===== src/rtl/cpu_handshake_tx.sv =====
// cpu_handshake_tx: DATA_W-bit four-phase send/ack transmitter fed by a DEPTH-entry FIFO.
// Define ACK_TIMEOUT_EN to abort a transfer after TIMEOUT ack-less SEND cycles (sticky err).
module cpu_handshake_tx #(
    parameter int DATA_W  = 8,
    parameter int DEPTH   = 4,
    parameter int CNT_W   = 16,
    parameter int TIMEOUT = 15
) (
    input  logic                   clk,
    input  logic                   rst,
    input  logic                   wr_en,
    input  logic [DATA_W-1:0]      wr_data,
    input  logic                   ack,
    output logic                   send,
    output logic [DATA_W-1:0]      data,
    output logic                   full,
    output logic                   empty,
    output logic [$clog2(DEPTH):0] level,
    output logic [CNT_W-1:0]       tx_count,
    output logic                   err
);
    localparam int PTR_W = $clog2(DEPTH);
    localparam int LVL_W = PTR_W + 1;

    typedef enum logic [1:0] {
        ST_IDLE    = 2'b00,
        ST_SEND    = 2'b01,
        ST_RELEASE = 2'b10,
        ST_ILLEGAL = 2'b11
    } state_e;

    if (DEPTH < 2 || (DEPTH & (DEPTH - 1)) != 0 || TIMEOUT < 1) begin : g_param_check
        $error("cpu_handshake_tx: DEPTH must be a power of two >= 2 and TIMEOUT >= 1");
    end

    state_e              state_q, state_d;
    logic [DATA_W-1:0]   mem_q [DEPTH];
    logic [PTR_W-1:0]    wr_ptr_q, wr_ptr_d;
    logic [PTR_W-1:0]    rd_ptr_q, rd_ptr_d;
    logic [LVL_W-1:0]    level_q, level_d;
    logic                full_q, full_d;
    logic                empty_q, empty_d;
    logic                send_q, send_d;
    logic [DATA_W-1:0]   data_q, data_d;
    logic [CNT_W-1:0]    tx_count_q, tx_count_d;
    logic                push_s;
    logic                pop_s;
    logic                done_s;
    logic                to_hit_s;

`ifdef ACK_TIMEOUT_EN
    localparam int TO_W = $clog2(TIMEOUT + 1);

    logic [TO_W-1:0]     to_cnt_q, to_cnt_d;
    logic                err_q, err_d;

    // The counter hits TIMEOUT on this edge; a simultaneous ack still wins in the FSM.
    assign to_hit_s = (state_q == ST_SEND) && !ack && (to_cnt_q == TO_W'(TIMEOUT - 1));

    // Timeout counter is zero outside SEND, so entering SEND always starts from zero.
    always_comb begin
        to_cnt_d = {TO_W{1'b0}};
        if (state_q == ST_SEND && !ack) begin
            to_cnt_d = to_cnt_q + TO_W'(1);
        end else begin
            to_cnt_d = {TO_W{1'b0}};
        end
        err_d = err_q | to_hit_s;
    end

    // Timeout counter and sticky error flag.
    always_ff @(posedge clk) begin
        if (rst) begin
            to_cnt_q <= {TO_W{1'b0}};
            err_q    <= 1'b0;
        end else begin
            to_cnt_q <= to_cnt_d;
            err_q    <= err_d;
        end
    end

    assign err = err_q;
`else
    assign to_hit_s = 1'b0;
    assign err      = 1'b0;
`endif

    // Handshake FSM: decides the next state and when the head word leaves the FIFO.
    always_comb begin
        state_d = state_q;
        pop_s   = 1'b0;
        done_s  = 1'b0;
        case (state_q)
            ST_IDLE: begin
                if (!empty_q && !ack) begin
                    state_d = ST_SEND;
                end else begin
                    state_d = ST_IDLE;
                end
            end
            ST_SEND: begin
                if (ack) begin
                    state_d = ST_RELEASE;
                    pop_s   = 1'b1;
                    done_s  = 1'b1;
                end else if (to_hit_s) begin
                    state_d = ST_RELEASE;
                    pop_s   = 1'b1;
                end else begin
                    state_d = ST_SEND;
                end
            end
            ST_RELEASE: begin
                if (!ack) begin
                    state_d = ST_IDLE;
                end else begin
                    state_d = ST_RELEASE;
                end
            end
            default: begin
                state_d = ST_IDLE;
            end
        endcase
    end

    // FIFO bookkeeping, transfer counter and next-cycle Moore outputs.
    always_comb begin
        push_s     = wr_en && !full_q;
        wr_ptr_d   = wr_ptr_q;
        rd_ptr_d   = rd_ptr_q;
        level_d    = level_q;
        tx_count_d = tx_count_q;
        if (push_s) begin
            wr_ptr_d = wr_ptr_q + PTR_W'(1);
        end else begin
            wr_ptr_d = wr_ptr_q;
        end
        if (pop_s) begin
            rd_ptr_d = rd_ptr_q + PTR_W'(1);
        end else begin
            rd_ptr_d = rd_ptr_q;
        end
        case ({push_s, pop_s})
            2'b10:   level_d = level_q + LVL_W'(1);
            2'b01:   level_d = level_q - LVL_W'(1);
            default: level_d = level_q;
        endcase
        if (done_s) begin
            tx_count_d = tx_count_q + CNT_W'(1);
        end else begin
            tx_count_d = tx_count_q;
        end
        full_d  = (level_d == LVL_W'(DEPTH));
        empty_d = (level_d == {LVL_W{1'b0}});
        // Head is stable while in SEND: pops only happen on the edge that leaves SEND.
        if (state_d == ST_SEND) begin
            send_d = 1'b1;
            data_d = mem_q[rd_ptr_q];
        end else begin
            send_d = 1'b0;
            data_d = {DATA_W{1'b0}};
        end
    end

    // State, FIFO pointers/flags, counter and output registers.
    always_ff @(posedge clk) begin
        if (rst) begin
            state_q    <= ST_IDLE;
            wr_ptr_q   <= {PTR_W{1'b0}};
            rd_ptr_q   <= {PTR_W{1'b0}};
            level_q    <= {LVL_W{1'b0}};
            full_q     <= 1'b0;
            empty_q    <= 1'b1;
            tx_count_q <= {CNT_W{1'b0}};
            send_q     <= 1'b0;
            data_q     <= {DATA_W{1'b0}};
        end else begin
            state_q    <= state_d;
            wr_ptr_q   <= wr_ptr_d;
            rd_ptr_q   <= rd_ptr_d;
            level_q    <= level_d;
            full_q     <= full_d;
            empty_q    <= empty_d;
            tx_count_q <= tx_count_d;
            send_q     <= send_d;
            data_q     <= data_d;
        end
    end

    // FIFO storage; no reset needed since level gates every read.
    always_ff @(posedge clk) begin
        if (push_s) begin
            mem_q[wr_ptr_q] <= wr_data;
        end
    end

    assign send     = send_q;
    assign data     = data_q;
    assign full     = full_q;
    assign empty    = empty_q;
    assign level    = level_q;
    assign tx_count = tx_count_q;

endmodule


===== config.mk =====
export PLATFORM = sky130hd
export DESIGN_NAME = cpu_handshake_tx
export DESIGN_NICKNAME = d
export VERILOG_FILES = /design/src/rtl/cpu_handshake_tx.sv
export SDC_FILE = /design/constraint.sdc
export NUM_CORES = 1
export LEC_CHECK = 0
export CORE_UTILIZATION = 30
export DETAILED_ROUTE_END_ITERATION = 7
export PLACE_DENSITY = 0.55
export SLEW_MARGIN = 10
export SYNTH_ARGS = -nofsm -noshare
export SYNTH_HDL_FRONTEND = slang
export SYNTH_SLANG_ARGS = --single-unit

===== constraint.sdc =====
create_clock -name clk -period 2.5 [get_ports clk]
set_input_delay 0.375 -clock clk [delete_from_list [all_inputs] [get_ports clk]]
set_output_delay 0.375 -clock clk [all_outputs]
set_load 0.1 [all_outputs]

==> images/floorplan.png <==
Bar = 20 um. Pins as bars on the die edge.
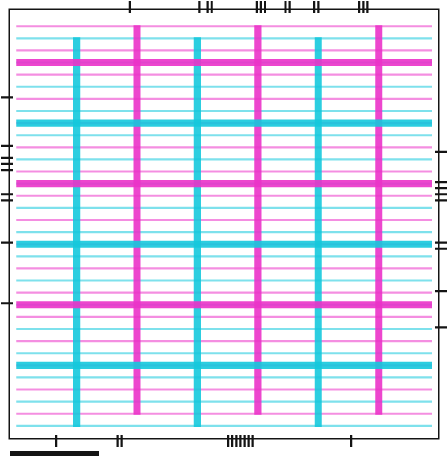
[magenta] VDD
[cyan] VSS
met5 straps: 6
rows: 33
signal pins: 43
met1 rails: 34
highest ir drop seen on vdd: 247 uV
Core Box Area: 8380 um^2

==> images/class_map.png <==
Bar = 20 um.
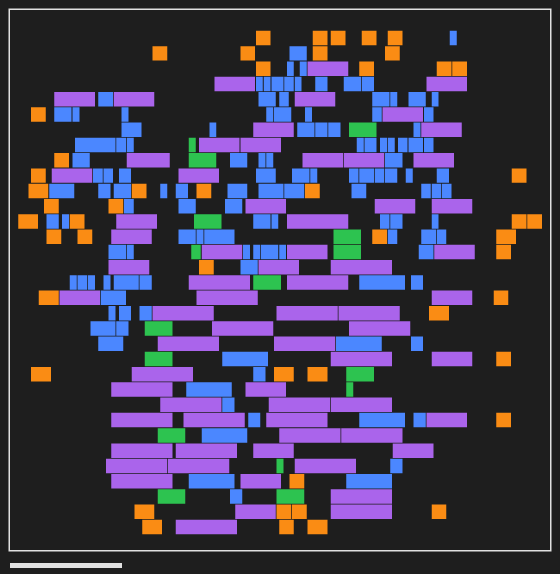
[green] clock drivers and dummy loads | cells: 16
[purple] registers | cells: 68
[orange] remaining buffers and delay cells | cells: 49
[blue] remaining logic cells | cells: 125
share of the core filled with cells in the final layout: 39.7%
standard-cell rows: 33
post-layout instance area: 3320 um^2
flip-flop and latch share of the layout cell area: 50.6%

==> impl_metrics.env <==
# yosys + openroad results
export IMPL_drc=0
export IMPL_synth_cell_area_um2=2660
export IMPL_post_cts_setup_buffer_count=0
export IMPL_finClkSkew_ns=0.00944
export IMPL_io_pin_count=43
export IMPL_dp_hpwl_mm=3.29
export IMPL_grt_ovfl_total=0
export IMPL_top_logic_kind="simple AND/OR/NAND/NOR gates"
export IMPL_placement_io_buffers=41
export IMPL_power_leakage_nw=1.24
export IMPL_synth_area_mux_share_pct=7.53
export IMPL_pin_slew_with_the_least_headroom_to_its_limit_ns=0.645
export IMPL_final_layout_top_logic_cells="38 x sky130_fd_sc_hd__buf_4, 35 x sky130_fd_sc_hd__dfxtp_1, 32 x sky130_fd_sc_hd__edfxtp_1"
export IMPL_tritoncts="done"
export IMPL_max_slew_headroom_at_the_worst_pin_pct=57.0
export IMPL_yosysUniqueCellTypes=36
export IMPL_place_gp_congestion=0.740
export IMPL_fp_utilization_pct=31.7
export IMPL_gr_usage_all_layers_pct=11.8
export IMPL_critical_path_arrival_ns=2.45
export IMPL_ys_sh_simple_pct=13.8
export IMPL_dominantRegCellSynth="sky130_fd_sc_hd__dfxtp_1"
export IMPL_grt_start_max_net_pins=26
export IMPL_yosys_aoi_share_pct=3.91
export IMPL_via_count_of_the_first_global_routing_pass=1520
export IMPL_yosys_stat_chipArea_um2=2660
export IMPL_clk_transition_reported_paths_ns=0.07
export IMPL_worst_ep_required_time_ns=2.78
export IMPL_syn_area_per_cell_um2=13.2
export IMPL_worst_setup_path_end_kind="flip-flop"
export IMPL_edf_count=32
export IMPL_syn_inst=202
export IMPL_async_flop_share_pct=0
export IMPL_finalMaxSlewViolations=0
export IMPL_sequential_cell_fraction_of_total_power_pct=52.7
export IMPL_critical_path_startpoint_type="input pin"
export IMPL_drt_vias_per_instance=4.50
export IMPL_grt_pass1_wl_mm=7.80
export IMPL_post_place_cells=347
export IMPL_final_layout_top_logic_cell="sky130_fd_sc_hd__buf_4"
export IMPL_layout_drive_gt1_share_pct=24.0
export IMPL_min_path_type="flip-flop to flip-flop"
export IMPL_critPathKind="input pin to flip-flop"
export IMPL_final_nets=272
export IMPL_ctsHoldBuffers=0
export IMPL_clockBufferDepth=2
export IMPL_clock_root_buffer="sky130_fd_sc_hd__clkbuf_8"
export IMPL_cts_htree_levels=3
export IMPL_ctsResizeCount=0
export IMPL_drtIter0Drc=47
export IMPL_hold_slack_ns=0.484
export IMPL_final_hold_viol_count=0
export IMPL_die_h_um=96.1
export IMPL_postRouteAntennaNets=0
export IMPL_unrepaired_setup_endpoints_after_global_routing="no"
export IMPL_netSwitchingPower_mw=0.611
export IMPL_via_count=1635
export IMPL_synth_ff_latch_count=68
export IMPL_drt_pre_antenna_iters=4
export IMPL_combPwrFrac_pct=12.7
export IMPL_grt_antenna_before_repair=0
export IMPL_setup_tns_ns=0
export IMPL_numCtsBuffers=9
export IMPL_outcome="finished clean"
export IMPL_highest_fanout_seen_on_the_critical_path=3
export IMPL_period_used_pct=87.1
export IMPL_fin_crit_ns=2.18
export IMPL_yosys_stat_seqShare_pct=63.3
export IMPL_warnings=29
export IMPL_die_w_um=96.1
export IMPL_die_area_um2=9240
export IMPL_totalWireLength_mm=4.80
export IMPL_syn2layout_area_growth_pct=25.1
export IMPL_drv_cap=0
export IMPL_final_setup_violation_count=0
export IMPL_power_switching_share_pct=25.9
==> images/clock_wires.png <==
Bar = 20 um.
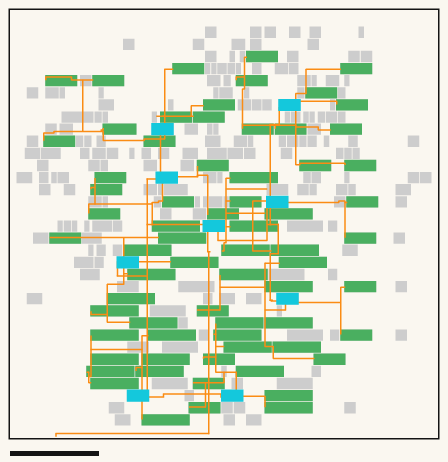
[cyan] clock-net drivers | count: 9
[orange] clock wires | length: 851 um
[green] flip-flops | count: 68
routed clock nets: 10

-- critical path: stages --
cell and delay [ns]:
sky130_fd_sc_hd__clkdlybuf4s50_1 0.44, sky130_fd_sc_hd__nor2b_1 0.15, sky130_fd_sc_hd__inv_1 0.06, sky130_fd_sc_hd__ha_1 0.23, sky130_fd_sc_hd__fa_1 0.38, sky130_fd_sc_hd__xnor2_1 0.14, sky130_fd_sc_hd__or3_1 0.30, sky130_fd_sc_hd__a21oi_1 0.23
sky130_fd_sc_hd__nor2b_1 0.15
-- power groups by stage --
stage | combinational [mW] | clock [mW] | sequential, mW
floorplan | 0.101 | 0 | 1.39
global placement | 0.302 | 0 | 1.27
detailed placement | 0.305 | 0 | 1.27
CTS | 0.305 | 0.850 | 1.25
global route | 0.322 | 0.893 | 1.25
finish | 0.301 | 0.816 | 1.25
-- routing by layer --
metal / vias to the layer above / global-route usage, % / share of wire [%]
li1: 823 / - / -
met1: 770 / 15.6 / 47
met2: 32 / 16.8 / 46
met3: 10 / 3.24 / 4.3
met4: 0 / 7.46 / 2.7
met5: - / 0 / 0
-- registers in the layout (all words and copies together) (netlist names) --
| signal | flops |
|---|---|
| level | 3 |
| tx_count | 16 |
| state_q | 2 |
| rd_ptr_q | 2 |
| send | 1 |
| wr_ptr_q | 2 |
| full | 1 |
| mem_q | 32 |
| empty | 1 |
| data | 8 |
-- cell families (layout without fill, tap and decap cells) --
group,count (synthesis),in the layout
adders and majority gates,7,7
muxes,10,10
AOI/OAI and AO/OA,17,17
other,1,1
xor gates and xnor gates,16,16
buffers and inverters,15,71
DFF,68,68
and+or+nand+nor,68,68
-- path summary, 6_finish.rpt --
check	startpoint	slack [ns]	depth (start not counted)	endpoint
max	wr_en	0.32	9	full
min	tx_count[15]	0.48	2	tx_count[15]
min reg2reg	tx_count[15]	0.48	2	tx_count[15]
max reg2reg	state_q[0]	0.44	7	full
-- final cells by class --
class	count	area (um^2)
Fill cell	810	5060
Multi-Input combinational cell	119	911
Timing Repair Buffer	49	395
Clock inverter	1	5.00
Inverter	6	22.5
Clock buffer	15	176
Tap cell	105	131
Sequential cell	68	1680
-- synth_stat cells, drive strengths merged (5+ instances only) --
cell / instances / share of area (%)
a21oi: 9 / 1.7
and2: 12 / 2.8
clkbuf: 5 / 0.71
dfxtp: 36 / 27
edfxtp: 32 / 36
ha: 6 / 2.8
inv: 6 / 0.85
mux4: 8 / 6.8
nand2: 9 / 1.3
nand3: 5 / 1.1
nor2: 19 / 2.7
xnor2: 8 / 2.6
xor2: 8 / 2.6
-- per-stage QoR --
stage / total power, mW / cell area [um^2] / setup WS, ns
global placement: 1.57 / 3140 / 0.0172
floorplan: 1.49 / 2660 / 0.172
CTS: 2.40 / 3320 / 0.332
global route: 2.47 / 3320 / 0.248
detailed placement: 1.58 / 3140 / -0.0382
finish: 2.36 / 3320 / 0.323
Power and IR drop assume default switching activity.
